`config.mk`:
```
export PLATFORM = sky130hd
export DESIGN_NAME = fetch_stage
export DESIGN_NICKNAME = d
export VERILOG_FILES = /design/src/rtl/cpu_pkg.sv /design/src/rtl/if_id_reg.sv /design/src/rtl/fetch_stage.sv
export SDC_FILE = /design/constraint.sdc
export NUM_CORES = 1
export LEC_CHECK = 0
export ABC_AREA = 1
export CAP_MARGIN = 20
export CORE_MARGIN = 5
export CORE_UTILIZATION = 40
export CTS_BUF_LIST = sky130_fd_sc_hd__clkbuf_4
export CTS_CLUSTER_DIAMETER = 100
export DETAILED_ROUTE_END_ITERATION = 8
export PLACE_DENSITY = 0.76
export SLEW_MARGIN = 20
export SYNTH_ARGS = -nofsm -noshare
export SYNTH_HDL_FRONTEND = slang
export SYNTH_SLANG_ARGS = --single-unit
```
`constraint.sdc`:
```
create_clock -name clk -period 3.9 [get_ports clk]
set_clock_uncertainty 0.15 [all_clocks]
set_input_delay 0.585 -clock clk [delete_from_list [all_inputs] [get_ports clk]]
set_output_delay 0.585 -clock clk [all_outputs]
set_load 0.005 [all_outputs]
```
`src/rtl/cpu_pkg.sv`:
```
// Shared CPU definitions for the front end.
//   XLEN      : default architectural width of PC and branch targets
//   NOP_INSTR : bubble instruction (addi x0,x0,0)
//   fetch_action_t : one action per clock edge in the fetch stage, listed
//                    from highest to lowest priority
package cpu_pkg;

  localparam int          XLEN      = 64;
  localparam logic [31:0] NOP_INSTR = 32'h0000_0013;

  typedef enum logic [2:0] {
    RESET    = 3'd0,
    REDIRECT = 3'd1,
    FLUSH    = 3'd2,
    STALL    = 3'd3,
    ADVANCE  = 3'd4
  } fetch_action_t;

endpackage

```
`src/rtl/if_id_reg.sv`:
```
// IF/ID pipeline register.
//   clk, reset : rising-edge clock, synchronous active-high reset
//   load       : capture pc_in / instr_in as a real instruction
//   bubble     : replace contents with NOP, valid=0, keep the held pc
//   pc_in      : PC of the instruction being fetched
//   instr_in   : instruction being fetched
//   pc, instr, valid : registered IF/ID contents
// Priority: reset > bubble > load > hold.
module if_id_reg #(
  parameter int          XLEN      = cpu_pkg::XLEN,
  parameter logic [31:0] NOP_INSTR = cpu_pkg::NOP_INSTR
) (
  input  logic            clk,
  input  logic            reset,
  input  logic            load,
  input  logic            bubble,
  input  logic [XLEN-1:0] pc_in,
  input  logic [31:0]     instr_in,
  output logic [XLEN-1:0] pc,
  output logic [31:0]     instr,
  output logic            valid
);

  always_ff @(posedge clk) begin
    if (reset) begin
      pc    <= '0;
      instr <= NOP_INSTR;
      valid <= 1'b0;
    end else if (bubble) begin
      // pc is left alone so the bubble still carries the last known PC
      instr <= NOP_INSTR;
      valid <= 1'b0;
    end else if (load) begin
      pc    <= pc_in;
      instr <= instr_in;
      valid <= 1'b1;
    end
  end

endmodule

```
`src/rtl/fetch_stage.sv`:
```
// Instruction-fetch stage: program counter, IF/ID register, redirect and
// bubble performance counters, sticky misaligned-target flag.
//   clk, reset     : rising-edge clock, synchronous active-high reset
//   Switch_Branch  : taken-branch decision from EX (redirect)
//   Flush          : squash request for IF/ID
//   branch_target  : redirect address, used while Switch_Branch=1
//   stall          : freeze PC, IF/ID and counters
//   imem_addr      : current PC to instruction memory
//   imem_rdata     : instruction at imem_addr (same-cycle read)
//   if_id_pc/instr/valid : IF/ID register contents
//   misalign_err   : sticky, set by a redirect to a non-word-aligned target
//   redirect_cnt   : saturating count of redirects
//   bubble_cnt     : saturating count of bubbles inserted into IF/ID
module fetch_stage #(
  parameter int               XLEN      = cpu_pkg::XLEN,
  parameter logic [XLEN-1:0]  RESET_PC  = '0,
  parameter logic [31:0]      NOP_INSTR = cpu_pkg::NOP_INSTR,
  parameter int               CNT_W     = 32
) (
  input  logic             clk,
  input  logic             reset,
  input  logic             Switch_Branch,
  input  logic             Flush,
  input  logic [XLEN-1:0]  branch_target,
  input  logic             stall,
  output logic [XLEN-1:0]  imem_addr,
  input  logic [31:0]      imem_rdata,
  output logic [XLEN-1:0]  if_id_pc,
  output logic [31:0]      if_id_instr,
  output logic             if_id_valid,
  output logic             misalign_err,
  output logic [CNT_W-1:0] redirect_cnt,
  output logic [CNT_W-1:0] bubble_cnt
);

  import cpu_pkg::*;

  localparam logic [CNT_W-1:0] CNT_ONE = {{(CNT_W-1){1'b0}}, 1'b1};
  localparam logic [XLEN-1:0]  PC_STEP = XLEN'(4);

  function automatic logic [CNT_W-1:0] sat_inc(input logic [CNT_W-1:0] v);
    return (&v) ? v : v + CNT_ONE;
  endfunction

  fetch_action_t   action;
  logic [XLEN-1:0] pc;
  logic            ins_bubble;

  // Priority decode: a redirect outranks flush and stall because the branch
  // in EX is older than any hazard seen in ID.
  always_comb begin
    action = ADVANCE;
    if (reset)              action = RESET;
    else if (Switch_Branch) action = REDIRECT;
    else if (Flush)         action = FLUSH;
    else if (stall)         action = STALL;
  end

  assign ins_bubble = (action == REDIRECT) || (action == FLUSH);
  assign imem_addr  = pc;

  // PC register; the advance wraps modulo 2^XLEN with no flag
  always_ff @(posedge clk) begin
    case (action)
      RESET:    pc <= RESET_PC;
      REDIRECT: pc <= {branch_target[XLEN-1:2], 2'b00};
      ADVANCE:  pc <= pc + PC_STEP;
      default:  pc <= pc;
    endcase
  end

  // Counters and sticky error flag
  always_ff @(posedge clk) begin
    if (reset) begin
      redirect_cnt <= '0;
      bubble_cnt   <= '0;
      misalign_err <= 1'b0;
    end else begin
      if (action == REDIRECT) begin
        redirect_cnt <= sat_inc(redirect_cnt);
        if (branch_target[1:0] != 2'b00) misalign_err <= 1'b1;
      end
      if (ins_bubble) bubble_cnt <= sat_inc(bubble_cnt);
    end
  end

  if_id_reg #(
    .XLEN      (XLEN),
    .NOP_INSTR (NOP_INSTR)
  ) u_if_id (
    .clk      (clk),
    .reset    (reset),
    .load     (action == ADVANCE),
    .bubble   (ins_bubble),
    .pc_in    (pc),
    .instr_in (imem_rdata),
    .pc       (if_id_pc),
    .instr    (if_id_instr),
    .valid    (if_id_valid)
  );

endmodule

```
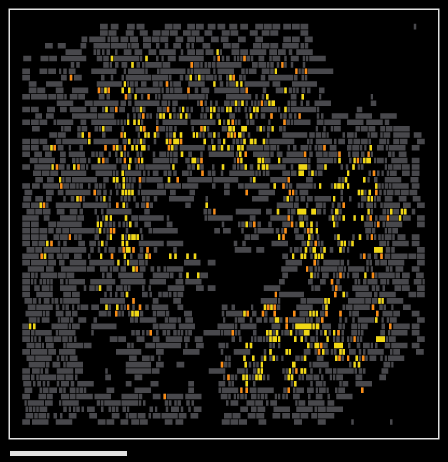
*Selected gate families*
The bar under the picture is 50 um long.
| color | family | cells | most used |
|---|---|---|---|
| orange | inv cells | 136 | inv_1 |
| yellow | nor cells | 297 | nor2_1 |

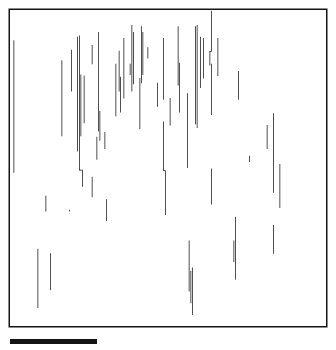
*Metal 4*
The bar under the picture is 50 um long.
share of all routed wire: 3.6%
longest straight run: 77.5 um
main direction: vertical

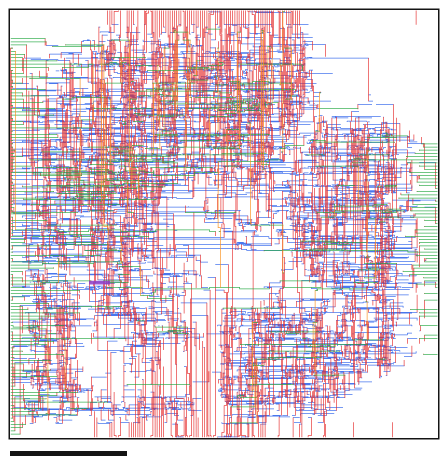
*Signal wires by layer*
The bar under the picture is 50 um long.
| color | layer | wire length |
|---|---|---|
| purple | metal 5 | 7.40 um |
| orange | metal 4 | 1570 um |
| red | metal 2 | 19800 um |
| green | metal 3 | 4650 um |
| blue | metal 1 | 17200 um |

==> deck_impl_summary.md <==
Synthesis and Place & Route Summary

Run status
  – Result of the run: finished clean

Routing
  – Remaining number of nets flagged by the antenna check after routing: 0
  – DRC violation total after the first TritonRoute iteration: approximately 1.1k
  – Total wirelength of the detailed-routed design: 43.2 mm
  – Per-cell routed wire length: 17.3 um
  – Vias per Instance: between 5 and 6
  – Total via count in the routed design: between 10k and 15k

Yosys
  – Xor-xnor portion of the synthesized cell area: 2.57%
  – Instance count of the mapped netlist: around 1.7k
  – Commonest flop: sky130_fd_sc_hd__dfxtp_1
  – Cell area after synthesis: ~12000 sq um
  – Total of flip-flops plus latches after synthesis: between 200 and 250
  – Ys Warns: 0
  – Seq/Total Area, Yosys: 42.5%
  – Synthesis area per yosys: between 10000 and 15000 sq um
  – Average instance area after synthesis: about 7 sq um
  – Compound-cell area share of the yosys netlist: 9.45%
  – Post-synth mux share: 0%
  – Area fraction in and, or, nand and nor cells: a little under two fifths
  – Distinct lib cells: 41
  – Cell total in the yosys stat output: 1714
  – Count of library flops with an enable pin: 62

Finish
  – Share of post-route cells with drive strength above 1: about a tenth
  – Final nets: approximately 2.2k
  – Non-Filler Cell Area, Final: around 16000 sq um
  – Sequential cell area: ~5000 sq um
  – Final cell count without fillers: between 2k and 2.5k
  – Most used logic cell in the final layout: sky130_fd_sc_hd__nand2_1
  – Share of the core filled with cells in the final layout: 55.2%
  – Comb gate area: between 6000 and 7000 sq um
  – Layout overhead on the synthesized area: 36.7%
  – Commonest cells after routing, fill and taps aside: sky130_fd_sc_hd__nand2_1, sky130_fd_sc_hd__clkdlybuf4s50_1, sky130_fd_sc_hd__nor2_1, sky130_fd_sc_hd__dfxtp_1, sky130_fd_sc_hd__nand3_1

STA
  – Worst relative slew slack: ~39%
  – Number of max-slew violations in the final report: 0
  – Final setup fails: 0
  – Total count of hold-check failures in the final report: 0
  – Setup TNS after final layout: 0 ns
  – Worst Setup Slack, final: 1.19 ns
  – F_max: between 300 and 400 MHz
  – Minimum clock period after layout: ~2.7 ns

Setup path
  – Category of the critical setup timing path: reg2reg
  – Start point of the critical path: bubble_cnt[1]
  – Startpoint type of the worst setup path: flip-flop
  – Minimum setup slack among reg-to-reg paths: 1.19 ns
  – Endpoint required time on the critical path: around 4.3 ns
  – Largest fanout on the critical path: 29
  – Last element of the critical path: bubble_cnt[30]
  – Crit path DAT: ~3.1 ns
  – Crit Reg-Reg Endpoint: bubble_cnt[30]

Power
  – Standby leakage power: 0.00612 uW
  – VDD IR-drop max: 0.238 mV
  – Power density over the cells: roughly 330 nW/um^2

Placed design
  – Pre-CTS setup slack: ~0.94 ns
  – HPWL Detailed: approximately 32 mm
  – Count of buffers inserted at the top-level ports: about 320
  – Routability-driven placement congestion ratio: slightly below 1
  – Area post-placement: about 15000 sq um

Clocking
  – Post-CTS setup buffer count: 0
  – Maximum buffer depth of the clock tree: 3
  – # resized after CTS: 0
  – Number of buffers inserted during clock tree synthesis: roughly 67
  – Master cell of the clock root buffer: sky130_fd_sc_hd__clkbuf_4
  – Sinks on Clock Net: ~220
  – Clock tree from TritonCTS: built
  – Clock transition time at the flip-flop clock pins of the worst setup and hold paths: approximately 0.060 ns

Global routing
  – First-pass GRT wire length: just under 70 mm
  – Global-route congestion overflow total: 0
  – Vias in the first global route: between 10k and 15k
  – Largest net degree at the start of global routing: around 130
  – Initial antenna violation count: 2

Job
  – Number of maximum-capacitance violations: 0
  – Tool Warnings: 28

Worst hold path
  – Number of instances on the worst hold path: 3
  – Hold Startpoint: reset
  – WHS Endpoint: bubble_cnt[10]

Floorplanning
  – Number of top-level pins: ~330
  – Horizontal extent of the die: ~180 um
  – Total die area: between 30000 and 40000 sq um
  – Starting Density: between 40% and 50%
  – Die Span Y: 183 um
## power by group
part           total, uW  switching (uW)  internal [uW]
combinational        543             265            278
clock               2300            1050           1260
sequential          2570             108           2460
total               5410            1420           3990
## cell usage after synthesis, drive strengths merged (24+ instances only)
cell / instances / share of area (%)
inv: 135 / 4.3
o21ai: 45 / 1.9
clkbuf: 41 / 1.3
nand3: 142 / 6.0
edfxtp: 62 / 16
dfxtp: 160 / 27
nor2: 279 / 9.4
a21oi: 76 / 4.3
xor2: 24 / 1.8
buf: 24 / 1.5
nand2: 611 / 20
nand4: 31 / 1.6
## registers in the layout, summed over array words and instances, names as in the netlist
signal         flops
imem_addr         62
u_if_id.instr     32
u_if_id.pc        62
bubble_cnt        32
u_if_id.valid      1
misalign_err       1
redirect_cnt      32
## critical path, stage by stage (launching register included)
cell                      delay, ns
sky130_fd_sc_hd__dfxtp_1       0.41
sky130_fd_sc_hd__ha_1          0.23
sky130_fd_sc_hd__nand2_2       0.08
sky130_fd_sc_hd__nor2_4        0.19
sky130_fd_sc_hd__nand2_4       0.10
sky130_fd_sc_hd__nor2_4        0.19
sky130_fd_sc_hd__nand2_4       0.12
sky130_fd_sc_hd__nand2_4       0.33
sky130_fd_sc_hd__inv_1         0.47
sky130_fd_sc_hd__nand2_1       0.23
sky130_fd_sc_hd__a21oi_2       0.06
## per-layer routing
metal	vias up	global-route usage (%)	routed length, um
li1	6249	-	-
met1	5945	31.3	17200
met2	702	40.6	19800
met3	117	8.29	4650
met4	2	9.70	1570
met5	-	0	7
## cell type report
class	count	share of cell area, %
antenna	1	0.0154
clock buffer	95	4.38
clock inverter	23	0.869
inverter	136	3.14
multi-input combinational	1294	37.0
sequential	222	31.1
tap	390	3.00
timing repair buffer	333	20.4
Power figures rest on the tool's default switching activity, not on a simulated workload.
